[config.mk]
export PLATFORM = sky130hd
export DESIGN_NAME = uart_rx_ctrl_flat
export DESIGN_NICKNAME = d
export VERILOG_FILES = /design/src/rtl/uart_rx_ctrl_if.sv /design/src/rtl/uart_rx_ctrl.sv /design/src/flat_wrapper.sv
export SDC_FILE = /design/constraint.sdc
export NUM_CORES = 1
export LEC_CHECK = 0
export CORE_MARGIN = 2
export CORE_UTILIZATION = 54
export DETAILED_ROUTE_END_ITERATION = 10
export GPL_ROUTABILITY_DRIVEN = 0
export PLACE_DENSITY = 0.78
export SYNTH_ARGS = -nofsm -noshare
export SYNTH_HDL_FRONTEND = slang
export SYNTH_SLANG_ARGS = --single-unit
[constraint.sdc]
create_clock -name clk -period 3.2 [get_ports clk]
set_input_delay 0.48 -clock clk [delete_from_list [all_inputs] [get_ports clk]]
set_output_delay 0.48 -clock clk [all_outputs]
set_load 0.02 [all_outputs]
[src/rtl/uart_rx_ctrl_if.sv]
// rtl/uart_rx_ctrl_if.sv - uart_rx_ctrl receiver-side and register-side signal bundle
interface uart_rx_ctrl_if #(
  parameter int DEPTH = 4
) ();
  localparam int CW = $clog2(DEPTH) + 1;

  logic          en;
  logic          rx_start_o;
  logic          clr_rx_start_bit_i;
  logic          store_i;
  logic [12:0]   rx_data_i;
  logic          rd_en;
  logic [9:0]    rd_data;
  logic          empty;
  logic          full;
  logic [CW-1:0] count;
  logic          overrun;
  logic          timeout;
  logic [7:0]    err_cnt;
  logic          clr_err_i;
  logic          irq;

  modport master (
    output en, clr_rx_start_bit_i, store_i, rx_data_i, rd_en, clr_err_i,
    input  rx_start_o, rd_data, empty, full, count, overrun, timeout, err_cnt, irq
  );

  modport slave (
    input  en, clr_rx_start_bit_i, store_i, rx_data_i, rd_en, clr_err_i,
    output rx_start_o, rd_data, empty, full, count, overrun, timeout, err_cnt, irq
  );
endinterface

[src/rtl/uart_rx_ctrl.sv]
// rtl/uart_rx_ctrl.sv - uart_rx arm/ack sequencer with FWFT receive FIFO and error tracking
module uart_rx_ctrl #(
  parameter int DEPTH   = 4,
  parameter int TIMEOUT = 512
) (
  input  logic           clk,
  input  logic           rst,
  uart_rx_ctrl_if.slave  bus
);
  localparam int AW = $clog2(DEPTH);
  localparam int CW = AW + 1;
  localparam logic [15:0] TMO_LAST = 16'(TIMEOUT - 1);

  typedef enum logic [1:0] {S_IDLE, S_ARM, S_BUSY} state_t;

  state_t        state, state_nxt;
  logic          rx_start_q;
  logic [15:0]   tmr;
  logic          capture, tmo_evt, tmr_clr;

  logic [9:0]    mem [DEPTH];
  logic [AW-1:0] wr_ptr, rd_ptr;
  logic [CW-1:0] cnt;
  logic          fifo_empty, fifo_full, pop, push_ok, drop, err_inc;
  logic [9:0]    wdata;
  logic          overrun_q, timeout_q, irq_q;
  logic [7:0]    err_q;

  wire unused_rx_bits = &{1'b0, bus.rx_data_i[12:10]};

  // State register; rx_start is registered from the next state so it tracks ARM exactly.
  always_ff @(posedge clk) begin
    if (rst) begin
      state      <= S_IDLE;
      rx_start_q <= 1'b0;
      tmr        <= '0;
    end else begin
      state      <= state_nxt;
      rx_start_q <= (state_nxt == S_ARM);
      if (tmr_clr)
        tmr <= '0;
      else if (state == S_BUSY)
        tmr <= tmr + 16'd1;
    end
  end

  always_comb begin
    state_nxt = state;
    case (state)
      S_IDLE: if (bus.en) state_nxt = S_ARM;
      S_ARM: begin
        if (bus.store_i)
          state_nxt = bus.en ? S_ARM : S_IDLE;
        else if (!bus.en)
          state_nxt = S_IDLE;
        else if (bus.clr_rx_start_bit_i)
          state_nxt = S_BUSY;
      end
      S_BUSY: begin
        if (bus.store_i || tmr == TMO_LAST)
          state_nxt = bus.en ? S_ARM : S_IDLE;
      end
      default: state_nxt = S_IDLE;
    endcase
  end

  always_comb begin
    capture = 1'b0;
    tmo_evt = 1'b0;
    tmr_clr = 1'b0;
    case (state)
      S_ARM: begin
        capture = bus.store_i;
        tmr_clr = bus.en && bus.clr_rx_start_bit_i && !bus.store_i;
      end
      S_BUSY: begin
        capture = bus.store_i;
        tmo_evt = !bus.store_i && (tmr == TMO_LAST);
      end
      default: ;
    endcase
  end

  assign fifo_empty = (cnt == '0);
  assign fifo_full  = (cnt == CW'(DEPTH));
  assign pop        = bus.rd_en && !fifo_empty;
  // A simultaneous pop frees a slot, so a push at full is still accepted.
  assign push_ok    = capture && (!fifo_full || pop);
  assign drop       = capture && fifo_full && !pop;
  assign wdata      = {bus.rx_data_i[9], bus.rx_data_i[8], bus.rx_data_i[7:0]};
  assign err_inc    = push_ok && (bus.rx_data_i[9] || bus.rx_data_i[8]);

  always_ff @(posedge clk) begin
    if (!rst && push_ok)
      mem[wr_ptr] <= wdata;
  end

  always_ff @(posedge clk) begin
    if (rst) begin
      wr_ptr <= '0;
      rd_ptr <= '0;
      cnt    <= '0;
    end else begin
      if (push_ok) wr_ptr <= wr_ptr + AW'(1);
      if (pop)     rd_ptr <= rd_ptr + AW'(1);
      case ({push_ok, pop})
        2'b10:   cnt <= cnt + CW'(1);
        2'b01:   cnt <= cnt - CW'(1);
        default: cnt <= cnt;
      endcase
    end
  end

  // Set events take priority over clr_err_i.
  always_ff @(posedge clk) begin
    if (rst) begin
      overrun_q <= 1'b0;
      timeout_q <= 1'b0;
      err_q     <= '0;
      irq_q     <= 1'b0;
    end else begin
      overrun_q <= drop    || (overrun_q && !bus.clr_err_i);
      timeout_q <= tmo_evt || (timeout_q && !bus.clr_err_i);
      if (bus.clr_err_i)
        err_q <= err_inc ? 8'd1 : 8'd0;
      else if (err_inc && err_q != 8'hFF)
        err_q <= err_q + 8'd1;
      irq_q <= !fifo_empty || overrun_q || timeout_q;
    end
  end

  assign bus.rx_start_o = rx_start_q;
  assign bus.rd_data    = fifo_empty ? 10'd0 : mem[rd_ptr];
  assign bus.empty      = fifo_empty;
  assign bus.full       = fifo_full;
  assign bus.count      = cnt;
  assign bus.overrun    = overrun_q;
  assign bus.timeout    = timeout_q;
  assign bus.err_cnt    = err_q;
  assign bus.irq        = irq_q;
endmodule

[src/flat_wrapper.sv]
// flat-port wrapper written by rule: the top's interface ports become plain ports
module uart_rx_ctrl_flat 
#(
  parameter int DEPTH   = 4,
  parameter int TIMEOUT = 512
)
  (clk, rst, bus_en, bus_clr_rx_start_bit_i, bus_store_i, bus_rx_data_i, bus_rd_en, bus_clr_err_i, bus_rx_start_o, bus_rd_data, bus_empty, bus_full, bus_count, bus_overrun, bus_timeout, bus_err_cnt, bus_irq);
  uart_rx_ctrl_if #(.DEPTH(DEPTH)) bus_i ();
  input  logic clk;
  input  logic rst;
  input wire logic [$bits(bus_i.en)-1:0] bus_en;
  input wire logic [$bits(bus_i.clr_rx_start_bit_i)-1:0] bus_clr_rx_start_bit_i;
  input wire logic [$bits(bus_i.store_i)-1:0] bus_store_i;
  input wire logic [$bits(bus_i.rx_data_i)-1:0] bus_rx_data_i;
  input wire logic [$bits(bus_i.rd_en)-1:0] bus_rd_en;
  input wire logic [$bits(bus_i.clr_err_i)-1:0] bus_clr_err_i;
  output wire logic [$bits(bus_i.rx_start_o)-1:0] bus_rx_start_o;
  output wire logic [$bits(bus_i.rd_data)-1:0] bus_rd_data;
  output wire logic [$bits(bus_i.empty)-1:0] bus_empty;
  output wire logic [$bits(bus_i.full)-1:0] bus_full;
  output wire logic [$bits(bus_i.count)-1:0] bus_count;
  output wire logic [$bits(bus_i.overrun)-1:0] bus_overrun;
  output wire logic [$bits(bus_i.timeout)-1:0] bus_timeout;
  output wire logic [$bits(bus_i.err_cnt)-1:0] bus_err_cnt;
  output wire logic [$bits(bus_i.irq)-1:0] bus_irq;
  assign bus_i.en = bus_en;
  assign bus_i.clr_rx_start_bit_i = bus_clr_rx_start_bit_i;
  assign bus_i.store_i = bus_store_i;
  assign bus_i.rx_data_i = bus_rx_data_i;
  assign bus_i.rd_en = bus_rd_en;
  assign bus_i.clr_err_i = bus_clr_err_i;
  assign bus_rx_start_o = bus_i.rx_start_o;
  assign bus_rd_data = bus_i.rd_data;
  assign bus_empty = bus_i.empty;
  assign bus_full = bus_i.full;
  assign bus_count = bus_i.count;
  assign bus_overrun = bus_i.overrun;
  assign bus_timeout = bus_i.timeout;
  assign bus_err_cnt = bus_i.err_cnt;
  assign bus_irq = bus_i.irq;
  uart_rx_ctrl #(.DEPTH(DEPTH), .TIMEOUT(TIMEOUT)) u_core (.clk(clk), .rst(rst), .bus(bus_i));
endmodule
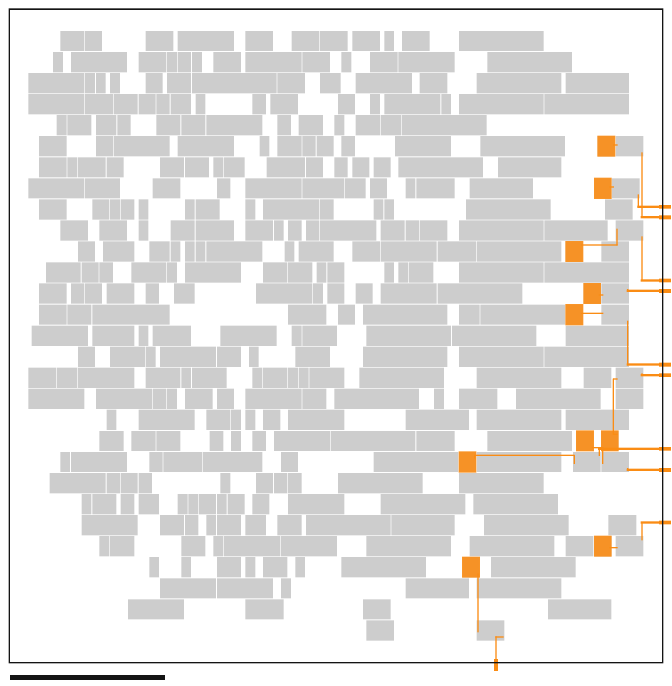
*Wires at chosen ports, followed through buffers, run 1*
The bar under the picture is 20 µm long.
bus_rd_data: in orange, direction output, end cells 10, buffers 10, wire 105 µm.

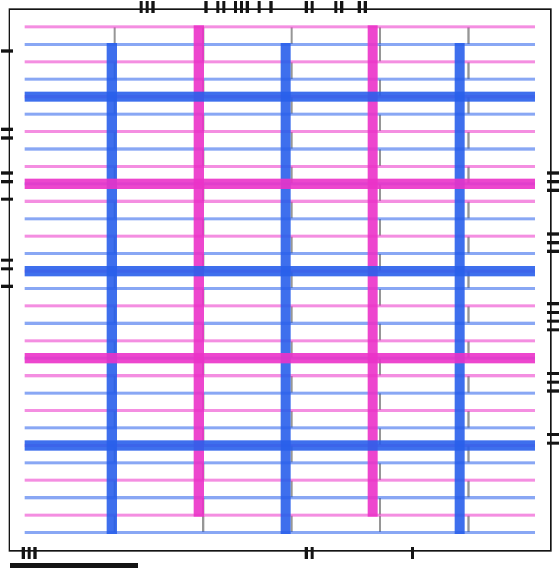
*PDN straps and rails, run 1*
The bar under the picture is 20 µm long. Pins as bars on the die edge. Tap cells in grey.
VSS: in blue. VDD: in magenta.
5 straps on met5. The core has 29 rows. 5 straps on met4.

==> out/results.md, run 1 <==
| Group | Metric | Value |
|---|---|---|
| logic synthesis | Post-synth top area share | 34.54% |
| final layout | Multi-input logic cell count | 185 |
| final timing | Max Freq | 0.3643 GHz |
| clock tree | Cell at the root of the clock tree | sky130_fd_sc_hd__clkbuf_8 |
| final layout | Area used by sequential logic in the layout | 0.001982 mm² |
| final layout | Fraction of final layout cells with drive strength greater than 1 | 9.821% |
| run status | Status | complete, no violations |
| critical path | Delay-heaviest family, CP | buffers and inverters |
| logic synthesis | Number of enable-type register cells in the synthesized netlist | 40 |
| clock tree | Inserted Clock Buffers | 9 |
| worst hold path | Hold Path Origin | u_core.wr_ptr[1] |
| final layout | Number of flip-flops and latches | 79 |
| logic synthesis | Leading area contributor after synthesis | sky130_fd_sc_hd__edfxtp_1 |
| logic synthesis | Simple Share, Synth | 17.88% |
| final layout | Non-clock buffering overhead | 10.81% |
| flow run | Max_cap viols | 0 |
| critical path | Start-to-end type of the worst setup path | flop to output pin |
| critical path | Worst R2R Start | u_core.state[0] |
| final timing | Final worst hold slack | 0.5259 ns |
| final layout | Layout clock buffers | 11 |
| final layout | Inverters excl. clock | 10 |
| power | Sequential group share of total power | 43.6% |
| critical path | CP Max Fanout | 7 |
| logic synthesis | Number of distinct library cell variants in the gate-level netlist after synthesis | 48 |
| detailed routing | DR pass1 iterations | 4 |
| final timing | Clock skew after layout | 0.006468 ns |
| critical path | Path depth of the worst reg2reg path | 8 |
| logic synthesis | YS warnings | 0 |
| grt | Number of global-route vias before repair | 2235 |
| final layout | Non-filler instance count after layout | 413 |
| critical path | Critical path's slowest cell | sky130_fd_sc_hd__clkdlybuf4s50_1 |
| floorplan | Number of well taps | 77 |
| clock tree | Clock transition time at the flip-flop clock pins of the worst setup and hold paths | 0.07 ns |
| detailed routing | Final ANT Viol Nets | 0 |
| detailed routing | Post-Route WL | 6246 µm |
| final layout | Clock buf/inv share | 5.075% |
| logic synthesis | Dominant combinational cell family by area after synthesis | simple AND/OR/NAND/NOR gates |
| floorplan | Die X-Extent | 84.25 µm |
| logic synthesis | Post-Synth AOI/OAI Area | 5.038% |
| logic synthesis | YS chip area | 0.003477 mm² |
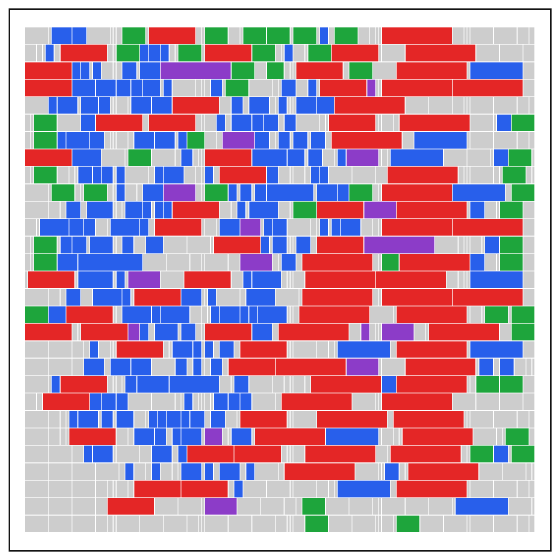
*Placed cells, one colour a class, run 1*
Fill, decap, tap and diode cells in grey.
flip-flops: in red, cells 79. other buffers and delay cells: in green, cells 46. clock drivers and dummy loads: in purple, cells 16. all other logic: in blue, cells 195.

run 1: routing by layer:
| layer | global-route usage [%] | share of wire [%] | vias to the layer above |
|---|---|---|---|
| met5 | 0 | 0 | - |
| met4 | 7.185 | 1.7 | 0 |
| met3 | 5.408 | 4.4 | 11 |
| met2 | 32.97 | 52 | 49 |
| met1 | 22.24 | 42 | 1102 |
| li1 | - | - | 1117 |
run 1: cells in the final DEF (no fill, tap or decap), types with 9 or more instances in the layout:
cell type                         synthesis  routed
sky130_fd_sc_hd__inv_1                   10      10
sky130_fd_sc_hd__ha_1                    10      10
sky130_fd_sc_hd__dfxtp_1                 39      39
sky130_fd_sc_hd__xor2_1                  13      13
sky130_fd_sc_hd__nor2_1                  38      38
sky130_fd_sc_hd__nand2_1                 12      12
sky130_fd_sc_hd__nand3_1                 14      14
sky130_fd_sc_hd__xnor2_1                 10      10
sky130_fd_sc_hd__clkdlybuf4s50_1          0      43
sky130_fd_sc_hd__mux4_2                  10      10
sky130_fd_sc_hd__clkbuf_8                 0       9
sky130_fd_sc_hd__edfxtp_1                40      40
sky130_fd_sc_hd__and2_1                  14      14
run 1: kinds of logic after synthesis:
group,after synthesis
buf+inv,22
fa+ha+maj,11
compound gates,22
mux,14
xor+xnor,23
flops,79
simple gates,115
run 1: state kept, by name, indices dropped and copies added, names as in the netlist, 2 cells and up, named ones only:
| register | flops |
|---|---|
| u_core.tmr | 16 |
| u_core.mem | 40 |
| u_core.bus.count | 3 |
| u_core.state | 2 |
| u_core.bus.err_cnt | 8 |
| u_core.rd_ptr | 2 |
| u_core.wr_ptr | 2 |
### Routed metal per tile, run 1

The die is cut into 17 by 17 equal tiles; dark blue is low, red is high, scaled to the fullest tile. Values are wire area over tile area, all layers added.
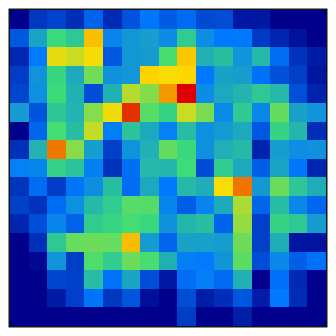

==> run 2, diff against run 1 <==
--- a/config.mk
+++ b/config.mk
@@ -5,11 +5,12 @@
 export SDC_FILE = /design/constraint.sdc
 export NUM_CORES = 1
 export LEC_CHECK = 0
+export ABC_AREA = 1
 export CORE_MARGIN = 2
-export CORE_UTILIZATION = 54
+export CORE_UTILIZATION = 55
 export DETAILED_ROUTE_END_ITERATION = 10
 export GPL_ROUTABILITY_DRIVEN = 0
-export PLACE_DENSITY = 0.78
+export PLACE_DENSITY = 0.81
 export SYNTH_ARGS = -nofsm -noshare
 export SYNTH_HDL_FRONTEND = slang
 export SYNTH_SLANG_ARGS = --single-unit
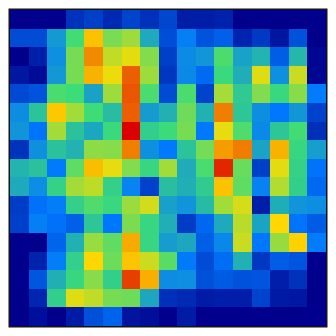
*Routed metal per tile, run 2*
The die is cut into 17 by 17 equal tiles; dark blue is low, red is high, scaled to the fullest tile. Values are wire area over tile area, all layers added.
The fullest tile reaches 0.45. 10% of the tiles are nearly empty. The mean over all tiles is 0.16. 29% of the tiles are over half the peak. The emptiest ninth of the die: lower right.

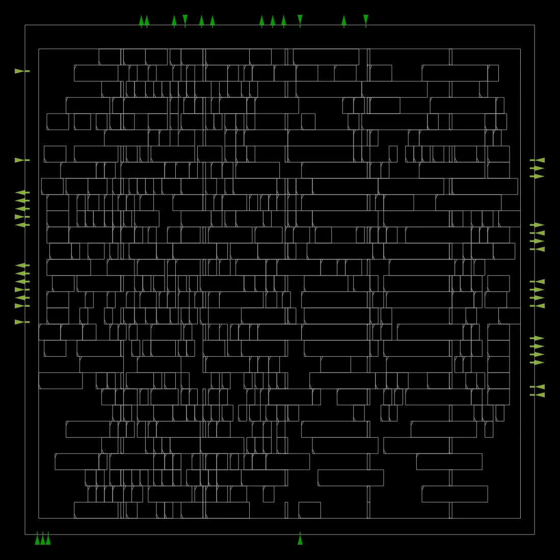
*Placed standard cells, run 2*
Cell Rows: 29
fraction of area in registers: 45.33%

==> run 2 against run 1 <==
  * Die size rose by 3.3%
  * Core utilization is 1.7 points higher
  * Sequential power hardly changed
  * Global-route usage grew 2.3 points
  * Critical path depth up 1
  * Largest cell class unchanged
  * Synthesized cell count is 49% higher
  * Register-to-register slack improved by 0.43 ns
==> out/results.md, run 2 <==
| Group | Metric | Value | vs previous |
|---|---|---|---|
| run status | Status | complete, no violations | unchanged |
| final layout | Largest reg by FF count | u_core.mem | unchanged |
| clock tree | Cell at the root of the clock tree | sky130_fd_sc_hd__clkbuf_8 | unchanged |
| final layout | Area used by sequential logic in the layout | 0.001982 mm² | unchanged |
| final layout | Non-filler instance count after layout | 557 | was 413 |
| final layout | Most common cell after layout, fill and taps aside | sky130_fd_sc_hd__nor2_1 | was sky130_fd_sc_hd__clkdlybuf4s50_1 |
| final timing | Worst Tran Pin Value | 0.6880 ns | was 0.5955 ns |
| detailed routing | Detailed route wirelength on metal2 | 3552 µm | was 3244 µm |
| final timing | Max Freq | 0.3348 GHz | was 0.3643 GHz |
| detailed routing | Final ANT Viol Nets | 0 | unchanged |
| logic synthesis | YS chip area | 0.003664 mm² | was 0.003477 mm² |
| detailed routing | Top layer reached by signal wires | met4 | unchanged |
| detailed routing | DR pass1 iterations | 4 | unchanged |
| critical path | CP Max Fanout | 11 | was 7 |
| logic synthesis | YS warnings | 0 | unchanged |
| final layout | Flip-flop count of the largest register after layout | 40 | unchanged |
| logic synthesis | Post-synth top area share | 32.79% | was 34.54% |
| clock tree | Inserted Clock Buffers | 9 | unchanged |
| flow run | Max_cap viols | 0 | unchanged |
| detailed routing | Routed met3 length | 366 µm | was 273 µm |
| logic synthesis | Number of distinct library cell variants in the gate-level netlist after synthesis | 35 | was 48 |
| critical path | Critical path's slowest cell | sky130_fd_sc_hd__dfxtp_1 | was sky130_fd_sc_hd__clkdlybuf4s50_1 |
| logic synthesis | Leading area contributor after synthesis | sky130_fd_sc_hd__edfxtp_1 | unchanged |
| critical path | Start-to-end type of the worst setup path | flop to output pin | unchanged |
| clock tree | Worst skew pair latency | 0.35 ns | was 0.34 ns |
| detailed routing | Routed length on met1 | 3300 µm | was 2619 µm |
| final timing | Clock skew after layout | 0.01149 ns | was 0.006468 ns |
| grt | Initial antenna violation count | 0 | unchanged |
| detailed routing | Post-Route WL | 7326 µm | was 6246 µm |
| logic synthesis | Most frequent cell after synthesis | sky130_fd_sc_hd__nor2_1 | was sky130_fd_sc_hd__edfxtp_1 |
| logic synthesis | Number of enable-type register cells in the synthesized netlist | 40 | unchanged |
| floorplan | Die X-Extent | 85.62 µm | was 84.25 µm |
| final layout | Most numerous logic cells after layout | sky130_fd_sc_hd__nor2_1 (80), sky130_fd_sc_hd__nand2_1 (63), sky130_fd_sc_hd__inv_1 (49) | was sky130_fd_sc_hd__clkdlybuf4s50_1 (43), sky130_fd_sc_hd__edfxtp_1 (40), sky130_fd_sc_hd__dfxtp_1 (39) |
| grt | Number of global-route vias before repair | 2859 | was 2235 |
| power | Sequential group share of total power | 44.3% | was 43.6% |
==> run 2: cell count changes after synthesis, moves of 13 or more <==
cell	change
sky130_fd_sc_hd__inv_1	+39
sky130_fd_sc_hd__nand2_1	+51
sky130_fd_sc_hd__a21oi_1	+27
sky130_fd_sc_hd__nor2_1	+42
sky130_fd_sc_hd__o21ai_0	+34
sky130_fd_sc_hd__and2_1	-13
==> run 2: per-layer routing <==
| metal | vias up | global-route usage [%] |
|---|---|---|
| met5 | - | 0 |
| met4 | 0 | 10.39 |
| met3 | 12 | 3.946 |
| met2 | 75 | 35.65 |
| met1 | 1337 | 26.44 |
| li1 | 1477 | - |
==> run 2: logic make-up (layout without fill, tap and decap cells) <==
| kind of cell | after synthesis | after routing | synth area share (%) |
|---|---|---|---|
| AND/OR/NAND/NOR | 190 | 190 | 23.46 |
| buffers and inverters | 65 | 120 | 6.831 |
| adder cells (fa/ha/maj) | 11 | 11 | 3.962 |
| AND-OR/OR-AND | 77 | 77 | 10.93 |
| XOR/XNOR | 3 | 3 | 0.7173 |
| flip-flops | 79 | 79 | 54.10 |
==> run 2: path summary, 6_finish.rpt <==
kind / slack [ns] / end / depth (start not counted) / start
max: 0.21 / bus_rd_data[8] / 5 / flop
min: 0.48 / flop / 2 / u_core.rd_ptr[1]
max reg2reg: 1.06 / u_core.bus.count[1] / 10 / u_core.state[0]
min reg2reg: 0.48 / flop / 2 / u_core.rd_ptr[1]
==> run 2: area by class of cell <==
type	instances	area share [%]
Clock buffer	9	2.833
Clock inverter	7	1.288
Inverter	55	4.722
Multi-Input combinational cell	281	32.74
Sequential cell	79	45.33
Tap cell	77	2.204
Timing Repair Buffer	49	10.88
No activity file was given, so power comes from the tool's default toggle rates.
